File: config.mk
export PLATFORM = sky130hd
export DESIGN_NAME = fetch_unit
export DESIGN_NICKNAME = d
export VERILOG_FILES = /design/src/rtl/fetch_unit.sv
export SDC_FILE = /design/constraint.sdc
export NUM_CORES = 1
export LEC_CHECK = 0
export CELL_PAD_IN_SITES_DETAIL_PLACEMENT = 1
export CELL_PAD_IN_SITES_GLOBAL_PLACEMENT = 2
export CORE_MARGIN = 2
export CORE_UTILIZATION = 29
export CTS_CLUSTER_SIZE = 20
export DETAILED_ROUTE_END_ITERATION = 10
export PLACE_DENSITY = 0.87
export SYNTH_ARGS = -nofsm -noshare
export SYNTH_HDL_FRONTEND = slang
export SYNTH_SLANG_ARGS = --single-unit
File: constraint.sdc
create_clock -name clk -period 8.7 [get_ports clk]
set_input_delay 1.74 -clock clk [delete_from_list [all_inputs] [get_ports clk]]
set_output_delay 1.74 -clock clk [all_outputs]
set_load 0.05 [all_outputs]
File: src/rtl/fetch_unit.sv
// -----------------------------------------------------------------------------
// fetch_unit
//
// Instruction-fetch stage. Owns the program counter, drives the IMEM read
// address combinationally from it, and captures the returned word into an
// IF/ID register handed to decode through a valid/ready handshake. Later
// stages can redirect the PC (jump/branch); a redirect flushes the IF/ID
// register and costs one bubble cycle.
//
// Optional feature (compile-time macro FETCH_EARLY_JUMP_EN):
//   When defined, a J-type word (opcode 6'b000010) captured into IF/ID also
//   steers the PC to its target on the same edge, so no bubble is paid. The
//   jump is still forwarded downstream. An external redirect overrides it.
//   When undefined, fetch is purely sequential (pc+4) apart from redirects.
//
// Parameters
//   RESET_PC    PC value loaded on reset
//   IMEM_WORDS  IMEM depth in 32-bit words, used for the out-of-range flag
//
// Ports
//   clk            in   1   system clock, rising edge
//   reset          in   1   asynchronous, active-high reset
//   imem_addr      out  32  byte address to IMEM (= pc)
//   imem_instr     in   32  instruction word from IMEM (same-cycle read)
//   redirect_valid in   1   later stage requests a PC change this cycle
//   redirect_pc    in   32  redirect target byte address
//   out_valid      out  1   IF/ID register holds a valid instruction
//   out_ready      in   1   decode accepts IF/ID contents this cycle
//   out_instr      out  32  fetched instruction
//   out_pc         out  32  byte address of out_instr
//   out_pc_plus4   out  32  out_pc + 4
//   fetch_count    out  32  instructions handed off, wraps mod 2^32
//   misalign_err   out  1   sticky: a redirect target had nonzero bits [1:0]
//   pc_oob         out  1   sticky: a pc >= 4*IMEM_WORDS was fetched
// -----------------------------------------------------------------------------
module fetch_unit #(
    parameter logic [31:0] RESET_PC   = 32'h0000_0000,
    parameter int          IMEM_WORDS = 4096
) (
    input  logic        clk,
    input  logic        reset,
    output logic [31:0] imem_addr,
    input  logic [31:0] imem_instr,
    input  logic        redirect_valid,
    input  logic [31:0] redirect_pc,
    output logic        out_valid,
    input  logic        out_ready,
    output logic [31:0] out_instr,
    output logic [31:0] out_pc,
    output logic [31:0] out_pc_plus4,
    output logic [31:0] fetch_count,
    output logic        misalign_err,
    output logic        pc_oob
);

    localparam logic [1:0] ST_BOOT = 2'd0;
    localparam logic [1:0] ST_RUN  = 2'd1;
    localparam logic [1:0] ST_HOLD = 2'd2;

    localparam logic [31:0] IMEM_LIMIT = 32'(IMEM_WORDS);

    logic [1:0]  r_state;
    logic [31:0] r_pc;
    logic        r_out_valid;
    logic [31:0] r_out_instr;
    logic [31:0] r_out_pc;
    logic [31:0] r_out_pc_plus4;
    logic [31:0] r_fetch_count;
    logic        r_misalign_err;
    logic        r_pc_oob;

    logic        w_load;
    logic        w_handoff;
    logic        w_oob;
    logic [31:0] w_pc_plus4;
    logic [31:0] w_next_pc;
    logic [31:0] w_redirect_pc;

    // NOTE: every signal assigned in always_comb gets a value on every path
    // (here, unconditionally first) so no latch is inferred.
    always_comb begin
        w_pc_plus4    = r_pc + 32'd4;
        w_next_pc     = w_pc_plus4;
        w_redirect_pc = redirect_pc & ~32'h3;
        // IF/ID may be (re)filled when it is empty or being drained; BOOT never fills.
        w_load        = (r_state != ST_BOOT) && (!r_out_valid || out_ready);
        w_handoff     = r_out_valid && out_ready;
        w_oob         = ({2'b00, r_pc[31:2]} >= IMEM_LIMIT);
`ifdef FETCH_EARLY_JUMP_EN
        if (imem_instr[31:26] == 6'b000010) begin
            w_next_pc = {w_pc_plus4[31:28], imem_instr[25:0], 2'b00};
        end
`endif
    end

    // NOTE: sequential state uses non-blocking assignments so every register
    // samples pre-edge values regardless of statement order.
    always_ff @(posedge clk or posedge reset) begin
        if (reset) begin
            r_state        <= ST_BOOT;
            r_pc           <= RESET_PC;
            r_out_valid    <= 1'b0;
            r_out_instr    <= 32'h0;
            r_out_pc       <= 32'h0;
            r_out_pc_plus4 <= 32'h0;
            r_fetch_count  <= 32'h0;
            r_misalign_err <= 1'b0;
            r_pc_oob       <= 1'b0;
        end else begin
            // A handoff in the same cycle as a redirect still counts.
            if (w_handoff) begin
                r_fetch_count <= r_fetch_count + 32'd1;
            end
            if (redirect_valid && (redirect_pc[1:0] != 2'b00)) begin
                r_misalign_err <= 1'b1;
            end

            if (r_state == ST_BOOT) begin
                // One settling cycle with no capture; an early redirect is kept.
                if (redirect_valid) begin
                    r_pc <= w_redirect_pc;
                end
                r_state <= ST_RUN;
            end else if (redirect_valid) begin
                r_pc        <= w_redirect_pc;
                r_out_valid <= 1'b0;
                r_state     <= ST_RUN;
            end else if (w_load) begin
                r_out_instr    <= imem_instr;
                r_out_pc       <= r_pc;
                r_out_pc_plus4 <= w_pc_plus4;
                r_out_valid    <= 1'b1;
                r_pc           <= w_next_pc;
                r_state        <= ST_RUN;
                // IMEM aliases, so fetch proceeds; the flag only records it.
                if (w_oob) begin
                    r_pc_oob <= 1'b1;
                end
            end else begin
                // Valid word stalled by decode: freeze pc and IF/ID.
                r_state <= ST_HOLD;
            end
        end
    end

    assign imem_addr    = r_pc;
    assign out_valid    = r_out_valid;
    assign out_instr    = r_out_instr;
    assign out_pc       = r_out_pc;
    assign out_pc_plus4 = r_out_pc_plus4;
    assign fetch_count  = r_fetch_count;
    assign misalign_err = r_misalign_err;
    assign pc_oob       = r_pc_oob;

endmodule

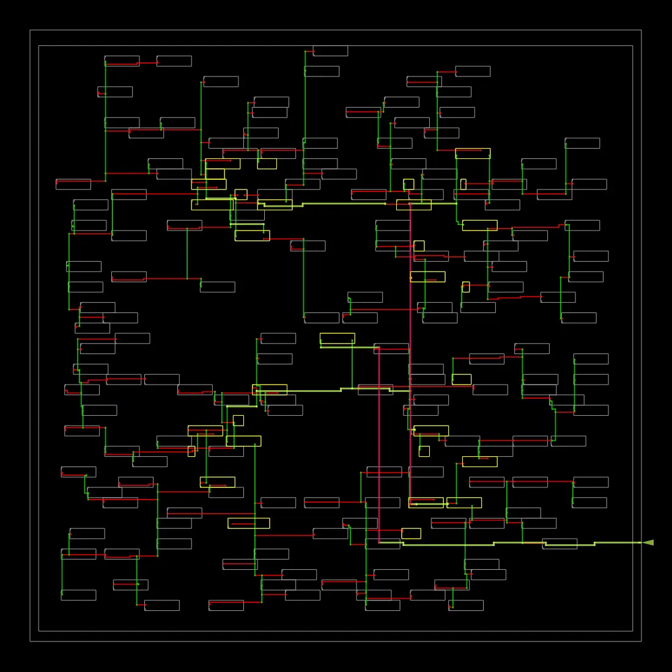
Fig. 1. The clock network.
Clock Skew: 10.69 ps
clk pwr: 0.757 mW
Sinks on Clock Net: 159
# clk buffers: 22
Flops: 159

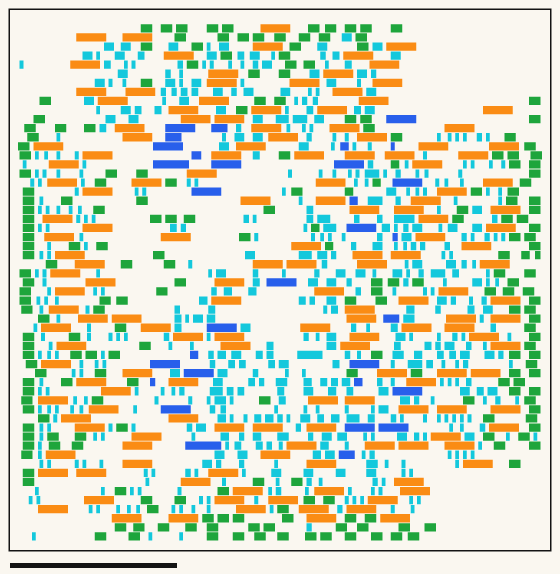
Fig. 2. Cells colored by class.
Bar = 50 um.
remaining logic cells -> cyan  # cells 567, share of their area 31%
sequential cells -> orange  # cells 159, share of their area 40%
remaining buffers and delay cells -> green  # cells 230, share of their area 23%
clock drivers and dummy loads -> blue  # cells 31, share of their area 6.0%
CORE AREA: 24390 um2
flop share of the area: 38.63%
post-layout util: 42.23%

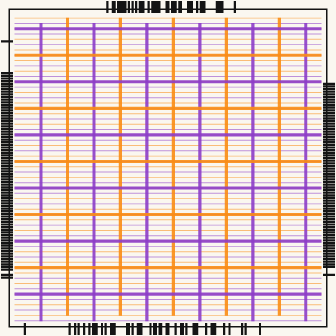
Fig. 3. PDN straps and rails.
Pins as bars on the die edge.
VSS -> purple
VDD -> orange
met4 straps = 11
signal pins = 231
met5 straps = 11
rows = 57
met1 rails = 58
Die X: 161.9 um
DIE HEIGHT: 161.9 um
peak supply drop: 0.00009033 V

==> results.cfg <==
; flow metrics
[run_status]
outcome = complete, no violations

[critical_path]
criticalPathCategory = in -> reg
start_kind = input port
cp.depth = 8
worstPathRequired_ps = 9000

[drt]
routed-wl-met3_mm = 2.001
dr.pass1.iters = 4

[power]
pg_comb_mw = 0.802

[sta]
drv_slew = 0
clock.fmax_ghz = 0.2567
fin_ws_ps = 4804
timing.final.crit_period_ps = 3896

[yosys]
synthDominantCellAreaShare_pct = 55.02
synthCells = 778
async_flop_share_pct = 100.0
synth.avg_cell_area_um2 = 9.296
synth_cell_types = 55
yosysChipArea_um2 = 7232

[cts]
clock_path_buffers = 2
clock_latency_ps = 420

[worst_hold_path]
hold_start = misalign_err$_DFFE_PP0P_

[final_layout]
syn_to_final_growth_pct = 42.42
fillers = 2770

[placement]
dp_slack_ps = 4347

[floorplanning]
num_tap_cells = 324
initCoreUtil_pct = 29.65

[grt]
grt_overflow_total = 0
grt_pass1_wl_mm = 36.88
-- sequential cells by signal, indices dropped and copies added, names as in the netlist --
register / cells
out_valid: 1
pc_oob: 1
misalign_err: 1
r_state: 2
out_pc: 30
out_pc_plus4: 30
imem_addr: 30
out_instr: 32
fetch_count: 32
-- cell families (layout without fill, tap and decap cells) --
family	Yosys count	after routing	share of synthesized area, %
simple gates	394	394	24.57
flops	159	159	55.02
compound gates	81	81	6.921
xor+xnor	69	69	8.356
buf+inv	68	272	4.100
fa+ha+maj	3	3	0.5191
mux	3	3	0.4671
other cells	1	6	0.05185
-- per-stage QoR --
stage               hold slack [ps]  cells
floorplan                     609.4    783
global placement              454.0   1280
detailed placement            458.3   1280
CTS                           475.6   1311
global route                  491.5   1311
finish                        473.0   1311
Power is estimated from default activity; no workload was simulated.
